Fig. 1: run 1, close-up of the layout
Window x 34 to 54, y 5 to 25 um. Cells in gray, sequential cells in the stronger gray; small squares are vias.
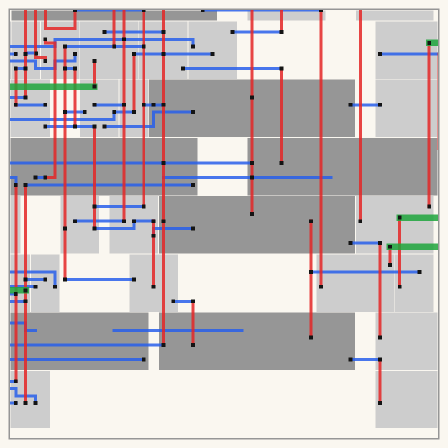
Fig. 2: run 1, routing congestion map
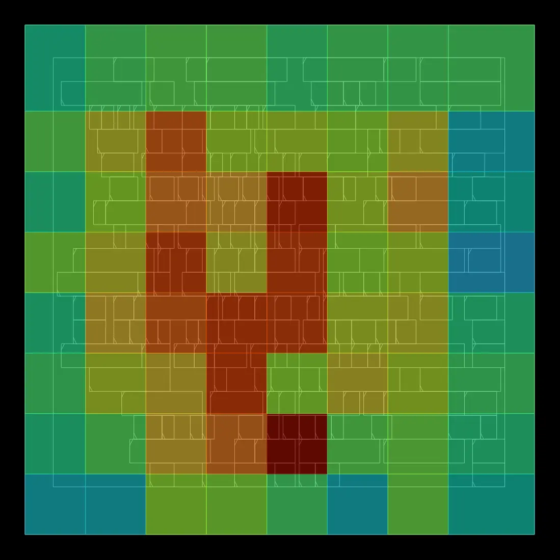
Fig. 3: run 1, routed clock nets over the placement
Drawn at 4 px/um.
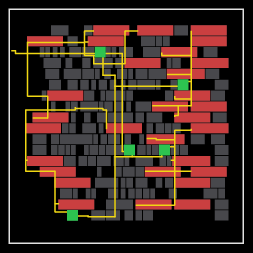
--- src/rtl/tlc_phase_scheduler.sv ---
// Demand-driven round-robin phase scheduler for a 4-way junction (S,W,N,E).
// Optional emergency preemption is built when EMERGENCY_PREEMPT_EN is defined.
module tlc_phase_scheduler #(
    parameter int MIN_GREEN   = 5,
    parameter int MAX_GREEN   = 15,
    parameter int YLW_TIME    = 2,
    parameter int ALLRED_TIME = 1,
    parameter int PED_TIME    = 5,
    parameter int CNT_W       = 5
) (
    input  logic       clk,
    input  logic       reset,
    input  logic [3:0] veh_req,
    input  logic       ped_req,
`ifdef EMERGENCY_PREEMPT_EN
    input  logic       preempt_req,
    input  logic [1:0] preempt_dir,
`endif
    output logic [3:0] green,
    output logic [3:0] yellow,
    output logic [3:0] red,
    output logic       ped_walk,
    output logic       all_red
);

    typedef enum logic [1:0] {
        ST_ALL_RED  = 2'd0,
        ST_GREEN    = 2'd1,
        ST_YELLOW   = 2'd2,
        ST_PED_WALK = 2'd3
    } state_e;

    localparam logic [CNT_W-1:0] MIN_LIM = CNT_W'(MIN_GREEN - 1);
    localparam logic [CNT_W-1:0] MAX_LIM = CNT_W'(MAX_GREEN - 1);
    localparam logic [CNT_W-1:0] YLW_LIM = CNT_W'(YLW_TIME - 1);
    localparam logic [CNT_W-1:0] AR_LIM  = CNT_W'(ALLRED_TIME - 1);
    localparam logic [CNT_W-1:0] PED_LIM = CNT_W'(PED_TIME - 1);
    localparam logic [CNT_W-1:0] CNT_MAX = {CNT_W{1'b1}};

    function automatic logic [3:0] dir_onehot(input logic [1:0] d);
        return 4'b0001 << d;
    endfunction

    state_e           state_q, state_d;
    logic [1:0]       dir_q, dir_d;
    logic [1:0]       rr_q, rr_d;
    logic [CNT_W-1:0] cnt_q, cnt_d;
    logic [3:0]       pending_q, pending_d;
    logic             ped_pending_q, ped_pending_d;
    logic [3:0]       green_d, yellow_d, red_d;
    logic             ped_walk_d, all_red_d;
    logic [1:0]       pick_s;
    logic             any_s;
    logic             competing_s;
    logic             pre_s;
    logic [1:0]       pdir_s;

`ifdef EMERGENCY_PREEMPT_EN
    assign pre_s  = preempt_req;
    assign pdir_s = preempt_dir;
`else
    assign pre_s  = 1'b0;
    assign pdir_s = 2'd0;
`endif

    assign competing_s = ped_pending_q | (|(pending_q & ~dir_onehot(dir_q)));

    // Round-robin search: first pending approach at or after rr_q, circular
    always_comb begin
        pick_s = rr_q;
        any_s  = 1'b0;
        for (int k = 0; k < 4; k++) begin
            if (!any_s && pending_q[rr_q + 2'(k)]) begin
                pick_s = rr_q + 2'(k);
                any_s  = 1'b1;
            end else begin
                any_s = any_s;
            end
        end
    end

    // Next-state, timer and demand-latch logic
    always_comb begin
        state_d = state_q;
        dir_d   = dir_q;
        rr_d    = rr_q;
        case (state_q)
            ST_ALL_RED: begin
                if (cnt_q >= AR_LIM) begin
                    if (pre_s) begin
                        state_d = ST_GREEN;
                        dir_d   = pdir_s;
                    end else if (ped_pending_q) begin
                        state_d = ST_PED_WALK;
                    end else if (any_s) begin
                        state_d = ST_GREEN;
                        dir_d   = pick_s;
                        rr_d    = pick_s + 2'd1;
                    end else begin
                        state_d = ST_ALL_RED;
                    end
                end else begin
                    state_d = ST_ALL_RED;
                end
            end
            ST_GREEN: begin
                if (pre_s) begin
                    state_d = (pdir_s != dir_q) ? ST_YELLOW : ST_GREEN;
                end else if ((cnt_q >= MIN_LIM) && competing_s &&
                             (!veh_req[dir_q] || (cnt_q >= MAX_LIM))) begin
                    state_d = ST_YELLOW;
                end else begin
                    state_d = ST_GREEN;
                end
            end
            ST_YELLOW: begin
                state_d = (cnt_q >= YLW_LIM) ? ST_ALL_RED : ST_YELLOW;
            end
            ST_PED_WALK: begin
                state_d = (pre_s || (cnt_q >= PED_LIM)) ? ST_ALL_RED : ST_PED_WALK;
            end
            default: begin
                state_d = ST_ALL_RED;
            end
        endcase

        cnt_d = (state_d != state_q) ? '0 :
                (cnt_q == CNT_MAX) ? cnt_q : cnt_q + CNT_W'(1);

        // The approach being granted loses its own request; others keep theirs
        pending_d = (pending_q | (veh_req & ~((state_q == ST_GREEN) ? dir_onehot(dir_q) : 4'b0000)))
                  & ~(((state_d == ST_GREEN) && (state_q != ST_GREEN)) ? dir_onehot(dir_d) : 4'b0000);
        ped_pending_d = (ped_pending_q | (ped_req & (state_q != ST_PED_WALK)))
                      & ~((state_d == ST_PED_WALK) && (state_q != ST_PED_WALK));
    end

    // Lamp decode from next state so outputs change on the same edge as state
    always_comb begin
        green_d    = (state_d == ST_GREEN)  ? dir_onehot(dir_d) : 4'b0000;
        yellow_d   = (state_d == ST_YELLOW) ? dir_onehot(dir_d) : 4'b0000;
        red_d      = ~(green_d | yellow_d);
        ped_walk_d = (state_d == ST_PED_WALK);
        all_red_d  = (state_d == ST_ALL_RED) || (state_d == ST_PED_WALK);
    end

    // State, timer, demand and lamp registers
    always_ff @(posedge clk or negedge reset) begin
        if (!reset) begin
            state_q       <= ST_ALL_RED;
            dir_q         <= 2'd0;
            rr_q          <= 2'd0;
            cnt_q         <= '0;
            pending_q     <= 4'b0000;
            ped_pending_q <= 1'b0;
            green         <= 4'b0000;
            yellow        <= 4'b0000;
            red           <= 4'b1111;
            ped_walk      <= 1'b0;
            all_red       <= 1'b1;
        end else begin
            state_q       <= state_d;
            dir_q         <= dir_d;
            rr_q          <= rr_d;
            cnt_q         <= cnt_d;
            pending_q     <= pending_d;
            ped_pending_q <= ped_pending_d;
            green         <= green_d;
            yellow        <= yellow_d;
            red           <= red_d;
            ped_walk      <= ped_walk_d;
            all_red       <= all_red_d;
        end
    end

endmodule
--- config.mk ---
export PLATFORM = sky130hd
export DESIGN_NAME = tlc_phase_scheduler
export DESIGN_NICKNAME = d
export VERILOG_FILES = /design/src/rtl/tlc_phase_scheduler.sv
export SDC_FILE = /design/constraint.sdc
export NUM_CORES = 1
export LEC_CHECK = 0
export CAP_MARGIN = 20
export CORE_MARGIN = 3
export CORE_UTILIZATION = 58
export DETAILED_ROUTE_END_ITERATION = 16
export GPL_TIMING_DRIVEN = 0
export HOLD_SLACK_MARGIN = 0.05
export PLACE_DENSITY = 0.89
export SLEW_MARGIN = 20
export SYNTH_ARGS = -nofsm -noshare
export SYNTH_HDL_FRONTEND = slang
export SYNTH_SLANG_ARGS = --single-unit
--- constraint.sdc ---
create_clock -name clk -period 4.1 [get_ports clk]
set_input_delay 1.23 -clock clk [delete_from_list [all_inputs] [get_ports clk]]
set_output_delay 1.23 -clock clk [all_outputs]
set_load 0.01 [all_outputs]
==> flow_summary.toml, run 1 <==
# implementation run metrics
[logic_synthesis]
ys_area_um2 = 1577
postSynthCellCount = 156
synth.cellmix.simpleShare_pct = 24.29
mappedNetlistNets = 170
synth.yosys.warnings = 0
numSynthFlops = 30
aoi_share_pct = 15.16
ys_cells = 156
ys_async_sr_fraction_pct = 100.0
synth.area.mux_share_pct = 2.063
synth.distinct_cells = 39
area_share_of_xor_xnor_cells_in_the_synthesized_design_pct = 2.222
post_synth_fa_ha_maj_area_fraction_pct = 5.556
synth.avg_cell_area_um2 = 10.11
enable_flop_cells = 0

[worst_setup_path]
cpLargestDelayFamily = "AND-OR/OR-AND gates"
cpPeakStageDelay_ps = 470
cp_num_buf_inv = 1
worstReg2RegStart = "state_q[0]"
worst-endpoint-arrival_ps = 3420
ff2ff_path_depth = 10
slowest_cell_on_crit_path = "mux4_2"
critical_path.max_fanout = 9
crit_path_end_kind = "register"
timing.setup.critical_path_class = "primary input to register"
regToRegEndpoint = "pending_q[1]"

[layout]
synthToLayoutAreaGrowth_pct = 18.57
finish.instance_area_um2 = 1869
registers.top_by_ff_count = "cnt_q"
max_ffs_per_register = 5
instances_no_fill = 214
nNetsFinal = 197
antennaDiodeCount = 0

[clock_tree]
holdBufCountCts = 0
cts_repair_resize_count = 0
maximum_root_to_sink_buffer_count = 2
clk_root_buffer_cell = "clkbuf_4"
cts_buf_count = 5
tritoncts = "done"
latest_clock_arrival_within_the_worst_skew_pair_ps = 330
path_clk_slew_ps = 90
cts_post_setup_buffers_inserted = 0

[pwr]
power-top-group = "combinational cells"
seq-power_uw = 542
switchingPower_uw = 593.3
worst_ir_drop_vdd_mv = 0.5074
comb_power_uw = 693
cell_internal_pwr_uw = 824.1
total_power_mw = 1.417
pg_clk_uw = 182
switching_share_pct = 41.86

[placement]
place_inst = 206
post-place-ws_ps = 624.0
cell_area_after_placement_um2 = 1809
detailed_place_hpwl_mm = 2.272
gp_congestion = 0.8610
port_buffers = 20

[global_route]
grt_start_max_net_pins = 31
first_global_vias = 1215
grt_antenna_before_repair = 0
grt_busiest_layer = "met2"
global_route.overflow_total = 0
gr-usage-met3_pct = 6.682

[detailed_routing]
vias = 1251
final_antenna_net_count = 0
wl_met3_um = 228
detailedRoute.firstIterationViolations = 47
routed.top_layer = "met4"
met2RoutedLength_mm = 1.479
route.layer.met1.wl_mm = 1.363
totalWireLength_mm = 3.141

[floorplan]
placementRows = 18
floorplan.die_area_um2 = 3380
core_um2 = 2522
design.portCount = 21
dieWidth_um = 58.14
floorplan.die.height_um = 58.14

[timing]
finalCriticalPeriod_ps = 3162
slew_margin_rel_pct = 56.37
max_freq_mhz = 316.2
final.setup.worst_slack_ps = 937.7
slew_violations = 0
hold-worst-slack_ps = 595.3
tightestPinTransition_ps = 648.5

[min_path]
hold_depth = 2
worstHoldStart = "rr_q[1]"
hold_path_class = "register to register"

[run]
log.warning_count = 30

[status]
outcome = "finished, final reports clean"
Back to the opening pictures, Fig. 1:
met2 -> red
met3 -> green
met1 -> blue
netlist names of flops here include = `yellow` (2)
most frequent = clkdlybuf4s50_1 (6), dfrtp_1 (5), and2_1 (4)
sequential cells in the window = 6
cells with their middle in the window = 26

Back to the opening pictures, Fig. 2:
Layout Utilization: 74.11%
global routing usage on met1: 27.48%
Total GRT Usage: 21.47%
routed len/inst: 14.68 um
grt met2 use: 33.23%

Back to the opening pictures, Fig. 3:
clock wires -> yellow  # length 391 um
flip-flops -> red  # count 30
cells driving clock nets -> green  # count 5
flops lie = widely spread
part of the total power dissipated in the clock network: 12.8%
clock skew: 8.002 ps

-- run 1: final cells by class --
type | instances | area (um2)
well taps | 30 | 37.54
clock buffers | 7 | 55.05
flip-flops and latches | 30 | 757.0
repair buffers | 20 | 195.2
fillers | 186 | 653.1
clock inverters | 1 | 5.005
multi-input cells | 117 | 777.0
inverters | 5 | 18.77
plain buffers | 4 | 23.77
-- run 1: synth_stat cells (all sizes together), types with 2 or more instances --
library cell	number	area, um2
buf	2	16.26
o211ai	3	22.52
clkbuf	2	7.510
nor4	4	37.53
xnor2	4	35.03
nor3	3	26.28
nor3b	2	15.01
nand2	12	45.04
a21o	3	25.03
a22o	2	20.02
and2	9	56.30
a21oi	14	70.07
inv	5	18.77
o21ai	10	50.05
and3	3	18.77
dfstp	5	131.4
o31ai	2	20.02
ha	7	87.58
dfrtp	25	625.6
or2	2	12.51
nor2	16	60.06
nand2b	3	18.77
nor2b	7	43.79
-- run 1: worst max path at each step --
stage | to | startpoint | slack (ps) | cells after the start
floorplan | pending_q[0] | veh_req[3] | 1290 | 7
global placement | pending_q[2] | veh_req[1] | 680 | 8
detailed placement | pending_q[2] | veh_req[1] | 620 | 8
CTS | pending_q[2] | veh_req[1] | 980 | 8
global route | pending_q[2] | veh_req[1] | 850 | 8
finish | pending_q[2] | veh_req[1] | 940 | 8
-- run 1: cell usage in the layout (no fill, tap or decap), types with 3 or more instances in the layout --
cell type	n
clkbuf_1	3
and2_1	9
a21oi_1	14
xnor2_1	4
nand2_1	12
nor2_1	16
dfrtp_1	25
inv_1	5
o21ai_0	10
nand2b_1	3
clkbuf_4	5
clkdlybuf4s50_1	19
nor2b_1	7
ha_1	7
and3_1	3
dfstp_2	5
o211ai_1	3
==> run 2, diff against run 1 <==
--- a/config.mk
+++ b/config.mk
@@ -7,11 +7,11 @@
 export LEC_CHECK = 0
 export CAP_MARGIN = 20
 export CORE_MARGIN = 3
-export CORE_UTILIZATION = 58
+export CORE_UTILIZATION = 54
 export DETAILED_ROUTE_END_ITERATION = 16
 export GPL_TIMING_DRIVEN = 0
 export HOLD_SLACK_MARGIN = 0.05
-export PLACE_DENSITY = 0.89
+export PLACE_DENSITY = 0.85
 export SLEW_MARGIN = 20
 export SYNTH_ARGS = -nofsm -noshare
 export SYNTH_HDL_FRONTEND = slang
==> constraint.sdc (replaced) <==
create_clock -name clk -period 3.05 [get_ports clk]
set_input_delay 0.915 -clock clk [delete_from_list [all_inputs] [get_ports clk]]
set_output_delay 0.915 -clock clk [all_outputs]
set_load 0.01 [all_outputs]
==> run 2 against run 1 <==
Against the previous run:
- count of clock-buffer cells in the layout stayed put
- die size is 6.6% higher
- first-iteration DRC count is 6.4% lower
- design area stayed put
- sequential power is 35% higher
- register-to-register slack worse by 1000 ps
- worst hold slack worse by 12 ps
- combinational power is 34% higher
- critical path depth stayed put
- critical path type unchanged
- critical endpoint unchanged
- largest cell class unchanged
- largest power group unchanged
==> flow_summary.toml, run 2 <==
# implementation run metrics
[status]
outcome = "finished, final reports clean"

[clock_tree]
tritoncts = "done"
clk_root_buffer_cell = "clkbuf_4"
cts_repair_resize_count = 0
cts_buf_count = 5
path_clk_slew_ps = 100
cts_post_setup_buffers_inserted = 0
maximum_root_to_sink_buffer_count = 2
holdBufCountCts = 0

[floorplan]
core_um2 = 2613
floorplan.die.height_um = 60.03
floorplan.die_area_um2 = 3604
placementRows = 18
design.portCount = 21
dieWidth_um = 60.03

[logic_synthesis]
synth.area.top_cells = "dfrtp_1 (40%), dfstp_2 (8.3%), ha_1 (5.6%)"
enable_flop_cells = 0
synth.avg_cell_area_um2 = 10.11
synth.distinct_cells = 39
numSynthFlops = 30
ys_async_sr_fraction_pct = 100.0
syn-cell-area_um2 = 1577
postSynthCellCount = 156
synth.yosys.warnings = 0
mappedNetlistNets = 170
post-synth-top-area-fraction_pct = 39.68
synth-seq-area-share_pct = 48.02
ys_cells = 156
yosys.cell_count.top_type = "dfrtp_1"
synth_top_cell_by_area = "dfrtp_1"
ys_area_um2 = 1577
synth.top_cells.by_count = "dfrtp_1 (25), nor2_1 (16), a21oi_1 (14)"

[run]
log.warning_count = 30

[timing]
slew_margin_rel_pct = 57.20
slew_violations = 0
tightestPinTransition_ps = 642.0
finalCriticalPeriod_ps = 2824
period_utilization_pct = 92.60
max_freq_mhz = 354.1
final.setup.worst_slack_ps = 225.8

[pwr]
switching_share_pct = 42.08
seq-power_uw = 730
worst_ir_drop_vdd_mv = 0.7931
lkg_pwr_nw = 0.8170
switchingPower_uw = 804.6
seqPwrFrac_pct = 38.2
cell_internal_pwr_mw = 1.108
comb_power_uw = 931
power-top-group = "combinational cells"

[layout]
final_layout_size_suffix_gt1_share_pct = 15.76
antennaDiodeCount = 0
synthToLayoutAreaGrowth_pct = 18.57
mostFrequentLayoutCell = "dfrtp_1"
max_ffs_per_register = 5
mostFrequentLayoutCells = "dfrtp_1 (25), clkdlybuf4s50_1 (19), nor2_1 (16)"
seq_area_um2 = 757.0
combGateArea_um2 = 777.0
fillerInstances = 185
nNetsFinal = 197
registers.top_by_ff_count = "cnt_q"

[detailed_routing]
final_antenna_net_count = 0
detailedRoute.firstIterationViolations = 44

[min_path]
hold_path_class = "register to register"
worstHoldStart = "rr_q[1]"

[worst_setup_path]
worstSetupStartpoint = "veh_req[3]"
timing.setup.critical_path_class = "primary input to register"
cpPeakStageDelay_ps = 500
crit_path_end_kind = "register"
worstReg2RegStart = "state_q[0]"
cpLargestDelayFamily = "AND-OR/OR-AND gates"
slowest_cell_on_crit_path = "mux4_2"
worst-endpoint-arrival_ps = 3090
cp_num_buf_inv = 1
critical_path.max_fanout = 9

[global_route]
global_route.overflow_total = 0
grt_antenna_before_repair = 0
grt_start_max_net_pins = 31
grt.met1_usage_pct = 27.62
grt_use_met2_pct = 31.79
first_global_vias = 1164

[placement]
post-place-ws_ps = -106.9
gp_congestion = 0.8919
detailed_place_hpwl_mm = 2.221
port_buffers = 20
run 2: cell counts after synthesis:
Identical to the previous run, type by type.
run 2: area by class of cell:
class	instances	share of cell area, %
Clock inverter	1	0.2677
Clock buffer	7	2.945
Inverter	5	1.004
Tap cell	30	2.008
Buffer	4	1.272
Sequential cell	30	40.50
Multi-Input combinational cell	117	41.57
Timing Repair Buffer	20	10.44
run 2: metrics by stage:
stage | cell area (um2) | power, mW | util [%] | instances | hold slack, ps
2_1_floorplan | 1577 | 1.349 | - | 156 | 515.7
3_3_place_gp | 1814 | 1.617 | 69.44 | 206 | 551.1
3_5_place_dp | 1809 | 1.659 | 69.25 | 206 | 568.2
4_1_cts | 1869 | 1.917 | 71.55 | 214 | 587.4
5_1_grt | 1869 | 2.088 | 71.55 | 214 | 625.5
6_report | 1869 | 1.912 | 71.55 | 214 | 583.1
run 2: path summary, 6_finish.rpt:
| path | end | slack [ps] | depth (start not counted) |
|---|---|---|---|
| worst min-delay path | rr_q[1] | 580 | 2 |
| worst max register to register | pending_q[2] | 630 | 10 |
| max in group asynchronous | state_q[0] | 2040 | 1 |
| worst min register to register | rr_q[1] | 580 | 2 |
| worst max-delay path | pending_q[2] | 230 | 8 |
| min in group asynchronous | pending_q[2] | 590 | 1 |
run 2: cells by family after synthesis:
| kind of cell | after synthesis | share of synthesized area [%] |
|---|---|---|
| AOI/OAI and AO/OA | 37 | 15.16 |
| xor gates and xnor gates | 4 | 2.222 |
| adders and majority gates | 7 | 5.555 |
| buffers and inverters | 9 | 2.698 |
| DFF | 30 | 48.02 |
| muxes | 2 | 2.063 |
| and+or+nand+nor | 67 | 24.29 |
run 2: layer usage:
metal | vias up | wire length (um)
met3 | 6 | 269
met2 | 54 | 1405
met4 | 0 | 53
met5 | - | 0
met1 | 583 | 1309
li1 | 602 | -
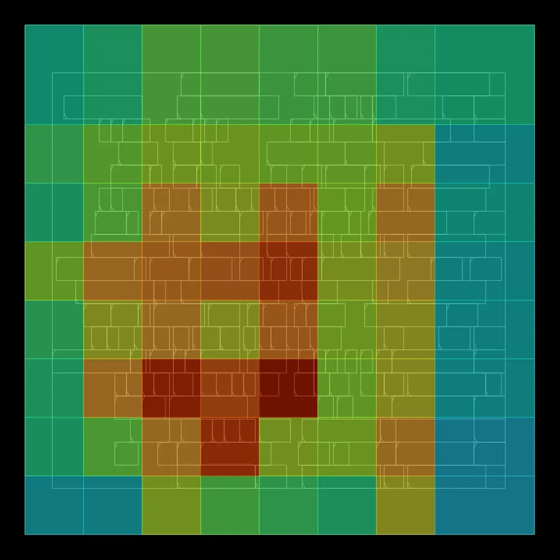
Fig. 4. Routing congestion map (run 2).
Global Route met3 Usage: 6.479%
routed len/inst: 14.19 um
busiest metal layer after global routing: met2

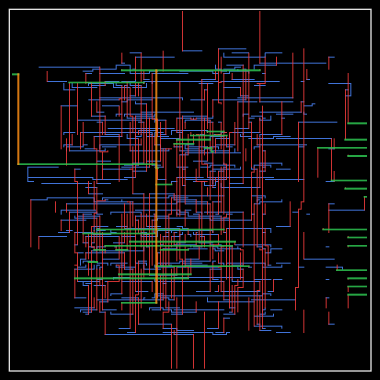
Fig. 5. Signal wires by layer (run 2).
Drawn at 6 px/um.
met4 -> orange  # wire length 53.7 um
met2 -> red  # wire length 1,410 um
met3 -> green  # wire length 270 um
met1 -> blue  # wire length 1,310 um
total wirelength of the detailed-routed design: 3.037 mm
Total GRT Usage: 21.09%
routed via count: 1,245

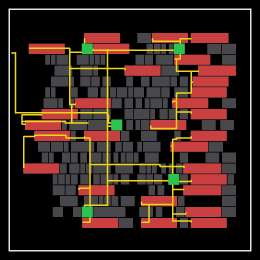
Fig. 6. Routed clock nets over the placement (run 2).
Drawn at 4 px/um.
clock skew: 7.831 ps
latest clock arrival within the worst-skew pair: 340 ps
reported clock group power: 251 uW
part of the total power dissipated in the clock network: 13.1%

Power and IR drop assume default switching activity.
